==> images/registers.png <==
Other sequential cells in the stronger grey, the rest of the logic in the fainter grey.
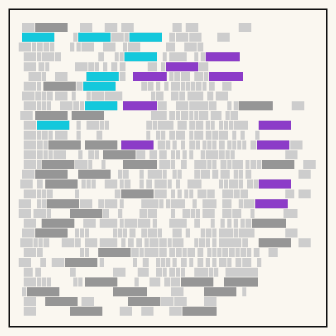
==> images/pins.png <==
Pins as bars across the die edge, other pins in grey.
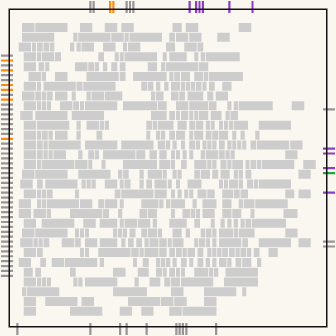
$ cat config.mk
export PLATFORM = sky130hd
export DESIGN_NAME = vga_timing_gen
export DESIGN_NICKNAME = d
export VERILOG_FILES = /design/src/rtl/vga_timing_gen.sv
export SDC_FILE = /design/constraint.sdc
export NUM_CORES = 1
export LEC_CHECK = 0
export ABC_AREA = 1
export ABC_CLOCK_PERIOD_IN_PS = 1750
export CAP_MARGIN = 20
export CORE_MARGIN = 2
export CORE_UTILIZATION = 40
export DETAILED_ROUTE_END_ITERATION = 10
export GPL_TIMING_DRIVEN = 0
export HOLD_SLACK_MARGIN = 0.03
export PLACE_DENSITY = 0.77
export SLEW_MARGIN = 20
export SYNTH_ARGS = -nofsm -noshare
export SYNTH_HDL_FRONTEND = slang
export SYNTH_SLANG_ARGS = --single-unit
$ cat constraint.sdc
create_clock -name CLK -period 1.75 [get_ports CLK]
set_input_delay 0.175 -clock CLK [delete_from_list [all_inputs] [get_ports CLK]]
set_output_delay 0.175 -clock CLK [all_outputs]
set_load 0.01 [all_outputs]
$ cat src/rtl/vga_timing_gen.sv
// vga_timing_gen
//   Parametrised VGA timing generator and pixel output stage. A divider turns
//   CLK into pixel ticks. Horizontal and vertical counters produce the pixel
//   coordinates, and a one-pixel pipeline registers colour, blank and sync
//   onto the DAC pins.
//
//   Optional build macro: TEST_PATTERN_EN. When it is defined and TP_SEL=1,
//   eight full-scale vertical colour bars replace the renderer's colour.
//
// Ports
//   CLK, RST_N          system clock, asynchronous active-low reset
//   PIX_R/G/B           renderer colour for the current (X,Y); must be valid
//                       combinationally within one pixel period
//   TP_SEL              test-pattern select (TEST_PATTERN_EN builds only)
//   X, Y, ACTIVE        current coordinates and visible-area flag
//   FRAME_START         one-CLK pulse after the tick that enters (0,0)
//   VGA_CLK             pixel clock; its rising edge falls mid-pixel
//   VGA_HS_O, VGA_VS_O  syncs, lagging X/Y by one pixel
//   VGA_BLANK_N         low during blanking, lagging X/Y by one pixel
//   VGA_R/G/B           colour to the DAC, lagging X/Y by one pixel
module vga_timing_gen #(
  parameter int H_ACTIVE = 640,
  parameter int H_FP     = 16,
  parameter int H_SYNC   = 96,
  parameter int H_BP     = 48,
  parameter int V_ACTIVE = 480,
  parameter int V_FP     = 10,
  parameter int V_SYNC   = 2,
  parameter int V_BP     = 33,
  parameter int CLK_DIV  = 2,
  parameter int HS_POL   = 0,
  parameter int VS_POL   = 0,
  parameter int COLOR_W  = 8
) (
  input  logic                                              CLK,
  input  logic                                              RST_N,
  input  logic [COLOR_W-1:0]                                PIX_R,
  input  logic [COLOR_W-1:0]                                PIX_G,
  input  logic [COLOR_W-1:0]                                PIX_B,
  input  logic                                              TP_SEL,
  output logic [$clog2(H_ACTIVE+H_FP+H_SYNC+H_BP)-1:0]      X,
  output logic [$clog2(V_ACTIVE+V_FP+V_SYNC+V_BP)-1:0]      Y,
  output logic                                              ACTIVE,
  output logic                                              FRAME_START,
  output logic                                              VGA_CLK,
  output logic                                              VGA_HS_O,
  output logic                                              VGA_VS_O,
  output logic                                              VGA_BLANK_N,
  output logic [COLOR_W-1:0]                                VGA_R,
  output logic [COLOR_W-1:0]                                VGA_G,
  output logic [COLOR_W-1:0]                                VGA_B
);

  localparam int H_TOTAL = H_ACTIVE + H_FP + H_SYNC + H_BP;
  localparam int V_TOTAL = V_ACTIVE + V_FP + V_SYNC + V_BP;
  localparam int XW      = $clog2(H_TOTAL);
  localparam int YW      = $clog2(V_TOTAL);
  localparam int DIV_W   = $clog2(CLK_DIV);

  localparam logic [XW-1:0]    H_LAST   = XW'(H_TOTAL - 1);
  localparam logic [XW-1:0]    H_ACT    = XW'(H_ACTIVE);
  localparam logic [XW-1:0]    HS_START = XW'(H_ACTIVE + H_FP);
  localparam logic [XW-1:0]    HS_END   = XW'(H_ACTIVE + H_FP + H_SYNC - 1);
  localparam logic [YW-1:0]    V_LAST   = YW'(V_TOTAL - 1);
  localparam logic [YW-1:0]    V_ACT    = YW'(V_ACTIVE);
  localparam logic [YW-1:0]    VS_START = YW'(V_ACTIVE + V_FP);
  localparam logic [YW-1:0]    VS_END   = YW'(V_ACTIVE + V_FP + V_SYNC - 1);
  localparam logic [DIV_W-1:0] DIV_LAST = DIV_W'(CLK_DIV - 1);
  localparam logic [DIV_W-1:0] DIV_HALF = DIV_W'(CLK_DIV / 2);
  localparam logic             HS_ON    = (HS_POL != 0);
  localparam logic             VS_ON    = (VS_POL != 0);

  logic [DIV_W-1:0]   div_q, div_d;
  logic               run_q, run_d;
  logic [XW-1:0]      h_cnt_q, h_cnt_d;
  logic [YW-1:0]      v_cnt_q, v_cnt_d;
  logic               active_q, active_d;
  logic               frame_start_q, frame_start_d;
  logic               vga_clk_q, vga_clk_d;
  logic               hs_q, hs_d;
  logic               vs_q, vs_d;
  logic               blank_n_q, blank_n_d;
  logic [COLOR_W-1:0] r_q, r_d, g_q, g_d, b_q, b_d;

  logic               tick;
  logic [XW-1:0]      h_nxt;
  logic [YW-1:0]      v_nxt;
  logic [COLOR_W-1:0] src_r, src_g, src_b;

  // Colour source for the current pixel.
`ifdef TEST_PATTERN_EN
  logic [2:0] bar;
  logic [2:0] bar_rgb;

  always_comb begin
    bar = 3'd0;
    for (int i = 1; i < 8; i++) begin
      if (h_cnt_q >= XW'(i * (H_ACTIVE / 8))) bar = 3'(i);
    end
    // {R,G,B} enables: white, yellow, cyan, green, magenta, red, blue, black
    case (bar)
      3'd0:    bar_rgb = 3'b111;
      3'd1:    bar_rgb = 3'b110;
      3'd2:    bar_rgb = 3'b011;
      3'd3:    bar_rgb = 3'b010;
      3'd4:    bar_rgb = 3'b101;
      3'd5:    bar_rgb = 3'b100;
      3'd6:    bar_rgb = 3'b001;
      default: bar_rgb = 3'b000;
    endcase
    src_r = TP_SEL ? {COLOR_W{bar_rgb[2]}} : PIX_R;
    src_g = TP_SEL ? {COLOR_W{bar_rgb[1]}} : PIX_G;
    src_b = TP_SEL ? {COLOR_W{bar_rgb[0]}} : PIX_B;
  end
`else
  logic unused_tp;
  assign unused_tp = TP_SEL;

  always_comb begin
    src_r = PIX_R;
    src_g = PIX_G;
    src_b = PIX_B;
  end
`endif

  always_comb begin
    div_d         = div_q;
    run_d         = run_q;
    h_cnt_d       = h_cnt_q;
    v_cnt_d       = v_cnt_q;
    active_d      = active_q;
    frame_start_d = 1'b0;
    hs_d          = hs_q;
    vs_d          = vs_q;
    blank_n_d     = blank_n_q;
    r_d           = r_q;
    g_d           = g_q;
    b_d           = b_q;

    tick      = (div_q == DIV_LAST);
    div_d     = tick ? '0 : div_q + DIV_W'(1);
    // Derived from the next divider value so VGA_CLK tracks div_q exactly.
    vga_clk_d = (div_d >= DIV_HALF);

    // After reset the counters already sit at (0,0); the first tick only
    // makes that pixel visible instead of advancing past it.
    h_nxt = h_cnt_q;
    v_nxt = v_cnt_q;
    if (!run_q) begin
      h_nxt = '0;
      v_nxt = '0;
    end else if (h_cnt_q == H_LAST) begin
      h_nxt = '0;
      v_nxt = (v_cnt_q == V_LAST) ? '0 : v_cnt_q + YW'(1);
    end else begin
      h_nxt = h_cnt_q + XW'(1);
    end

    if (tick) begin
      run_d         = 1'b1;
      h_cnt_d       = h_nxt;
      v_cnt_d       = v_nxt;
      active_d      = (h_nxt < H_ACT) && (v_nxt < V_ACT);
      frame_start_d = (h_nxt == '0) && (v_nxt == '0);
      // Output stage describes the pixel being left, hence one pixel of lag.
      hs_d          = (h_cnt_q >= HS_START && h_cnt_q <= HS_END) ? HS_ON : ~HS_ON;
      vs_d          = (v_cnt_q >= VS_START && v_cnt_q <= VS_END) ? VS_ON : ~VS_ON;
      blank_n_d     = active_q;
      r_d           = active_q ? src_r : '0;
      g_d           = active_q ? src_g : '0;
      b_d           = active_q ? src_b : '0;
    end
  end

  always_ff @(posedge CLK or negedge RST_N) begin
    if (!RST_N) begin
      div_q         <= '0;
      run_q         <= 1'b0;
      h_cnt_q       <= '0;
      v_cnt_q       <= '0;
      active_q      <= 1'b0;
      frame_start_q <= 1'b0;
      vga_clk_q     <= 1'b0;
      hs_q          <= ~HS_ON;
      vs_q          <= ~VS_ON;
      blank_n_q     <= 1'b0;
      r_q           <= '0;
      g_q           <= '0;
      b_q           <= '0;
    end else begin
      div_q         <= div_d;
      run_q         <= run_d;
      h_cnt_q       <= h_cnt_d;
      v_cnt_q       <= v_cnt_d;
      active_q      <= active_d;
      frame_start_q <= frame_start_d;
      vga_clk_q     <= vga_clk_d;
      hs_q          <= hs_d;
      vs_q          <= vs_d;
      blank_n_q     <= blank_n_d;
      r_q           <= r_d;
      g_q           <= g_d;
      b_q           <= b_d;
    end
  end

  assign X           = h_cnt_q;
  assign Y           = v_cnt_q;
  assign ACTIVE      = active_q;
  assign FRAME_START = frame_start_q;
  assign VGA_CLK     = vga_clk_q;
  assign VGA_HS_O    = hs_q;
  assign VGA_VS_O    = vs_q;
  assign VGA_BLANK_N = blank_n_q;
  assign VGA_R       = r_q;
  assign VGA_G       = g_q;
  assign VGA_B       = b_q;

endmodule

==> flow_summary.rst <==
Implementation results
======================

.. list-table::
   :header-rows: 1

   * - Metric
     - Value
   * - Run status
     - finished, violations left
   * - Violated checks
     - negative setup slack
   * - Final Total Pwr
     - 2.15 mW
   * - Setup skew after layout
     - 0.00279 ns
   * - First-pass GRT wire length
     - 12500 µm
   * - Number of cells after detailed placement
     - 547
   * - Post-CTS resize count
     - 14
   * - TritonCTS clock tree
     - done
   * - DR iter-0 viols
     - 205
   * - Clock slew seen by the registers of the worst setup and hold paths
     - ~0.10 ns
   * - Highest-delay cell along the critical path
     - sky130_fd_sc_hd__dfrtp_2
   * - Psw
     - just over 0.5 mW
   * - Commonest register cell after synthesis
     - sky130_fd_sc_hd__dfrtp_1
   * - Cell chosen for the clock root
     - sky130_fd_sc_hd__clkbuf_8
   * - I/O pins
     - 77
   * - Initial DRT Pass Iterations
     - 5
   * - Category of the worst setup path launch point
     - flop
   * - Pwr per Cell Area
     - 527 nW/µm²
   * - Routed via count
     - slightly below 3000
   * - Final max-slew violation count
     - 0
   * - Switching part of the total power
     - between 20% and 30%
   * - Top Layout Cells
     - sky130_fd_sc_hd__nand2_1 (125), sky130_fd_sc_hd__clkdlybuf4s50_1 (74), sky130_fd_sc_hd__nand3_1 (45)
   * - Synth top cells by count
     - sky130_fd_sc_hd__nand2_1 (128), sky130_fd_sc_hd__nand3_1 (50), sky130_fd_sc_hd__dfrtp_1 (49), sky130_fd_sc_hd__inv_1 (30), sky130_fd_sc_hd__nor2_1 (26)
   * - Average footprint of a synthesized cell
     - roughly 7.5 µm²
   * - Max_slew headroom
     - 56.8%
   * - Share of post-route cells with drive strength above 1
     - 19.4%
   * - WS Path Type
     - flop to flop
   * - Top area cells in the synthesized netlist
     - sky130_fd_sc_hd__dfrtp_1 (44%), sky130_fd_sc_hd__nand2_1 (17%), sky130_fd_sc_hd__nand3_1 (8.9%), sky130_fd_sc_hd__o21ai_0 (4.5%), sky130_fd_sc_hd__inv_1 (4.0%)
   * - Min setup slack post-route
     - -0.000352 ns
   * - Delay of the slowest cell on the worst path
     - between 0.4 and 0.5 ns
   * - Number of antenna violations at the first check in global routing
     - 0
   * - Non-Filler Instances
     - 581
   * - Remaining global-route overflow
     - 0
   * - Diode count
     - 0
   * - Met2 routed WL
     - 3780 µm
   * - Most frequently used cell type in the post-synthesis netlist
     - sky130_fd_sc_hd__nand2_1
   * - Insertion delay at the late pin of the worst-skew pair
     - 0.31 ns
   * - Ordered cell list for the critical path
     - ha_4 -> nand3_4 -> nor2_4 -> nand2_4 -> nand2_4 -> nor2_1 -> nor2_2 -> nand3_2 -> nor2_1 -> nand3_1 -> nor2_1
   * - Summed instance area of the synthesized netlist
     - 2810 µm²
   * - Via-to-Cell Ratio
     - ~5
   * - Max H-tree Level
     - 2
   * - Longest Clk Path Bufs
     - 2
   * - Async SR Flop Fraction
     - 100%
   * - Site Rows
     - 30
   * - Worst reg2reg setup slack
     - -0.0004 ns
   * - Worst slack at placement
     - -0.219 ns
   * - P_comb
     - 0.177 mW
   * - Achievable clock frequency
     - 0.571 GHz
   * - Area of all placed cells without fillers
     - 4080 µm²
   * - Flip-flop and latch count after synthesis
     - around 51
   * - Total of hold buffers inserted after clock tree synthesis
     - 1
   * - Total number of clock tree sinks
     - around 51
   * - # setup viols final
     - 1
   * - Synth top area share
     - 43.6%
   * - Post-Synth Simple-Gate Area
     - 37.5%
   * - Top pwr grp
     - registers
   * - Destination of the critical timing path
     - FRAME_START
   * - Post-detailed-placement cell area
     - 3680 µm²
## Picture notes: registers.png
Key: Y = purple [sequential cells 10]; VGA_G = cyan [sequential cells 8]
Power Sequential: 1.22 mW
Post-Route Utilization: 60.0%
FF+latch area: 1290 µm²

## Picture notes: pins.png
Key: Y = purple [pins 10, direction output, edge 6 north, 4 east]; PIX_G = orange [pins 8, direction input, edge 6 west, 2 north]; FRAME_START = green [pins 1, direction output, edge east]
height of the die: 87.8 µm
tally of buffers added on design ports: 75
Die W: 87.8 µm

-- per-layer routing --
metal	up-vias	track usage, %
li1	1421	-
met1	1345	27.1
met2	135	32.9
met3	16	7.07
met4	0	5.31
met5	-	0
-- layout make-up --
| class | instances | area [µm²] | share of cell area, % |
|---|---|---|---|
| Clock inverter | 2 | 16.3 | 0.399 |
| Buffer | 16 | 72.6 | 1.78 |
| Clock buffer | 6 | 82.6 | 2.03 |
| Sequential cell | 51 | 1290 | 31.6 |
| Timing Repair Buffer | 101 | 950 | 23.3 |
| Multi-Input combinational cell | 276 | 1420 | 34.9 |
| Inverter | 33 | 124 | 3.04 |
| Tap cell | 96 | 120 | 2.95 |
-- sequential cells by signal, summed over array words and instances (netlist names), 8 cells and up --
register / cells
Y: 10
VGA_G: 8
X: 10
VGA_B: 8
VGA_R: 8
Power figures rest on the tool's default switching activity, not on a simulated workload.
